## config.mk

```make
export PLATFORM = sky130hd
export DESIGN_NAME = primary_ray_emitter
export DESIGN_NICKNAME = d
export VERILOG_FILES = /design/src/rtl/primary_ray_emitter_pkg.sv /design/src/rtl/primary_ray_emitter_vector_add.sv /design/src/rtl/primary_ray_emitter.sv
export SDC_FILE = /design/constraint.sdc
export NUM_CORES = 2
export LEC_CHECK = 0
export CORE_MARGIN = 5
export CORE_UTILIZATION = 40
export DETAILED_ROUTE_END_ITERATION = 8
export MAX_ROUTING_LAYER = met4
export PLACE_DENSITY = 0.65
export SLEW_MARGIN = 20
export SYNTH_ARGS = -nofsm -noshare
export SYNTH_HDL_FRONTEND = slang
export SYNTH_SLANG_ARGS = --single-unit
export TNS_END_PERCENT = 10
```

## constraint.sdc

```tcl
create_clock -name clk -period 24.3 [get_ports clk]
set_input_delay 6.075 -clock clk [delete_from_list [all_inputs] [get_ports clk]]
set_output_delay 6.075 -clock clk [all_outputs]
set_load 0.03 [all_outputs]
```

## src/rtl/primary_ray_emitter_pkg.sv

```systemverilog
// Shared fixed-point ray types, emitter state encoding and vector helpers
// for the primary ray emitter and its adder.
package primary_ray_emitter_pkg;

  localparam int unsigned FIX_W    = 32;
  localparam int unsigned FIX_FRAC = 16;

  typedef logic signed [FIX_W-1:0] fixed;

  typedef struct packed {
    fixed x;
    fixed y;
    fixed z;
  } point;

  typedef struct packed {
    fixed x;
    fixed y;
    fixed z;
  } vector;

  typedef struct packed {
    point  start;
    vector dir;
  } ray;

  typedef enum logic [1:0] {
    IDLE,
    LOAD,
    EMIT,
    DONE
  } emitter_state_t;

  // Componentwise a - b, wrapping in FIX_W bits.
  function automatic vector vec_sub(input point a, input point b);
    vector v;
    v.x = a.x - b.x;
    v.y = a.y - b.y;
    v.z = a.z - b.z;
    return v;
  endfunction

endpackage

```

## src/rtl/primary_ray_emitter_vector_add.sv

```systemverilog
// Combinational three-component fixed-point adder, wrap-around on overflow.
module vector_add
  import primary_ray_emitter_pkg::*;
(
  input  vector a,
  input  vector b,
  output vector sum
);

  always_comb begin
    sum.x = a.x + b.x;
    sum.y = a.y + b.y;
    sum.z = a.z + b.z;
  end

endmodule

```

## src/rtl/primary_ray_emitter.sv

```systemverilog
// Emits one primary ray per pixel in raster order using an incremental
// add-only walk across the image plane; valid/ready handshake on the output.
module primary_ray_emitter
  import primary_ray_emitter_pkg::*;
#(
  parameter int H_RES = 64,
  parameter int V_RES = 48,
  parameter int PXW   = $clog2((H_RES > V_RES) ? H_RES : V_RES) + 1
) (
  input  logic           clk,
  input  logic           reset,
  input  logic           start,
  input  logic           abort,
  input  point           origin,
  input  point           corner,
  input  vector          du,
  input  vector          dv,
  output logic           ray_valid,
  input  logic           ray_ready,
  output ray             r,
  output logic [PXW-1:0] px_x,
  output logic [PXW-1:0] px_y,
  output logic           last,
  output logic           busy,
  output logic           done
);

  localparam logic [PXW-1:0] X_END = PXW'(H_RES - 1);
  localparam logic [PXW-1:0] Y_END = PXW'(V_RES - 1);
  localparam logic [PXW-1:0] PX_ONE = PXW'(1);

  emitter_state_t state_q, state_d;
  point           origin_q, origin_d;
  vector          du_q, du_d;
  vector          dv_q, dv_d;
  vector          cur_q, cur_d;
  vector          row_base_q, row_base_d;
  logic           ray_valid_q, ray_valid_d;
  logic [PXW-1:0] px_x_q, px_x_d;
  logic [PXW-1:0] px_y_q, px_y_d;
  logic           last_q, last_d;
  logic           busy_q, busy_d;
  logic           done_q, done_d;

  vector          col_next;
  vector          row_next;
  logic [PXW-1:0] nx;
  logic [PXW-1:0] ny;
  logic           xfer;

  vector_add u_col_add (
    .a   (cur_q),
    .b   (du_q),
    .sum (col_next)
  );

  vector_add u_row_add (
    .a   (row_base_q),
    .b   (dv_q),
    .sum (row_next)
  );

  always_comb begin
    state_d     = state_q;
    origin_d    = origin_q;
    du_d        = du_q;
    dv_d        = dv_q;
    cur_d       = cur_q;
    row_base_d  = row_base_q;
    ray_valid_d = ray_valid_q;
    px_x_d      = px_x_q;
    px_y_d      = px_y_q;
    last_d      = last_q;
    done_d      = 1'b0;
    xfer        = ray_valid_q & ray_ready;
    nx          = px_x_q + PX_ONE;
    ny          = px_y_q + PX_ONE;

    case (state_q)
      IDLE: begin
        if (start) begin
          state_d    = LOAD;
          origin_d   = origin;
          du_d       = du;
          dv_d       = dv;
          cur_d      = vec_sub(corner, origin);
          row_base_d = vec_sub(corner, origin);
        end
      end
      LOAD: begin
        state_d     = EMIT;
        ray_valid_d = 1'b1;
        px_x_d      = '0;
        px_y_d      = '0;
        last_d      = (X_END == '0) && (Y_END == '0);
      end
      EMIT: begin
        if (xfer) begin
          if (last_q) begin
            state_d     = DONE;
            ray_valid_d = 1'b0;
            last_d      = 1'b0;
            done_d      = 1'b1;
          end else if (px_x_q == X_END) begin
            // cur restarts from the advanced row base, not from cur itself
            row_base_d = row_next;
            cur_d      = row_next;
            px_x_d     = '0;
            px_y_d     = ny;
            last_d     = (X_END == '0) && (ny == Y_END);
          end else begin
            cur_d  = col_next;
            px_x_d = nx;
            last_d = (nx == X_END) && (px_y_q == Y_END);
          end
        end
      end
      DONE: begin
        state_d = IDLE;
      end
      default: begin
        state_d = IDLE;
      end
    endcase

    if (abort && (state_q != IDLE)) begin
      state_d     = IDLE;
      ray_valid_d = 1'b0;
      last_d      = 1'b0;
      done_d      = 1'b0;
    end

    busy_d = (state_d != IDLE);
  end

  always_ff @(posedge clk or posedge reset) begin
    if (reset) begin
      state_q     <= IDLE;
      origin_q    <= '0;
      du_q        <= '0;
      dv_q        <= '0;
      cur_q       <= '0;
      row_base_q  <= '0;
      ray_valid_q <= 1'b0;
      px_x_q      <= '0;
      px_y_q      <= '0;
      last_q      <= 1'b0;
      busy_q      <= 1'b0;
      done_q      <= 1'b0;
    end else begin
      state_q     <= state_d;
      origin_q    <= origin_d;
      du_q        <= du_d;
      dv_q        <= dv_d;
      cur_q       <= cur_d;
      row_base_q  <= row_base_d;
      ray_valid_q <= ray_valid_d;
      px_x_q      <= px_x_d;
      px_y_q      <= px_y_d;
      last_q      <= last_d;
      busy_q      <= busy_d;
      done_q      <= done_d;
    end
  end

  assign ray_valid = ray_valid_q;
  assign r         = {origin_q, cur_q};
  assign px_x      = px_x_q;
  assign px_y      = px_y_q;
  assign last      = last_q;
  assign busy      = busy_q;
  assign done      = done_q;

endmodule
```

**Placed cells, one colour a class**

Scale: 1 px per µm.
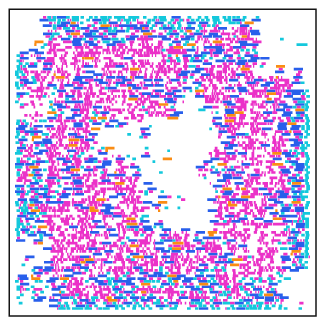
clock drivers and dummy loads: marked orange, cells 103, share of their area 4.7%. remaining buffers and delay cells: marked cyan, cells 626, share of their area 15%. remaining logic cells: marked magenta, cells 3243, share of their area 51%. registers: marked blue, cells 500, share of their area 29%.
Post-Route Utilization: 50.8%
# rows: 108

**Placement view**

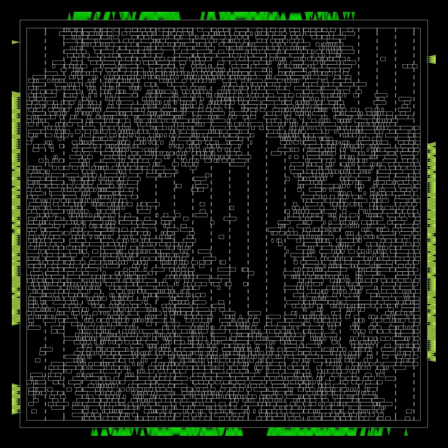
# Taps: 1155
Layout fillers: 8103
fin cells: 5642

**Sequential cells coloured by netlist name**

Scale: 1 px per µm. Other sequential cells in the stronger grey, the rest of the logic in the fainter grey.
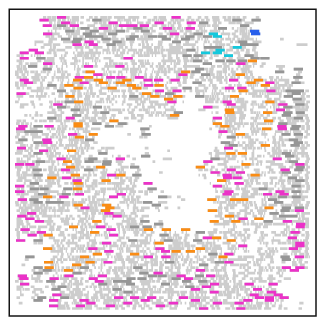
r: marked magenta, flops 192, where widely spread. px_x: marked cyan, flops 7. row_base_q: marked orange, flops 96. state_q: marked blue, flops 2.

==> flow_metrics.py <==
# Metrics from the implementation run
metrics = {
    "timing": {
        "finalSetupViolCount": 0,
        "relSlewSlack_pct": 33.3,
    },
    "min_path": {
        "min_to": "r[125]",
        "min_from": "r[125]",
        "min_path_cells": 2,
    },
    "floorplan": {
        "chipHeight_um": 305,
    },
    "cells_and_area": {
        "comb_area_share_pct": 48.1,
        "design_area_um2": 44000,
        "clkCellAreaFrac_pct": 4.55,
        "lay_top_count": "clkdlybuf4s50_1",
        "buffers": 626,
    },
    "clocking": {
        "cts_setup_buffers": 0,
        "numCtsBuffers": 58,
        "ctsResizeCount": 0,
    },
    "power_and_ir_drop": {
        "seqPwrFrac_pct": 21.6,
        "power.total_w": 0.00739,
        "p_leak_nw": 19.5,
    },
    "placed_design": {
        "place_congestion": 0.962,
        "dp_cells": 5524,
        "preCtsSetupSlack_ps": 14550,
    },
    "status": {
        "status": "completed",
    },
    "setup_path": {
        "startpoint": "corner[0]",
        "worst_setup_path_start_kind": "primary input",
    },
    "routing": {
        "ant_nets": 0,
    },
    "global_routing": {
        "grt_max_degree": 174,
    },
    "synth": {
        "ys_types": 77,
    },
}
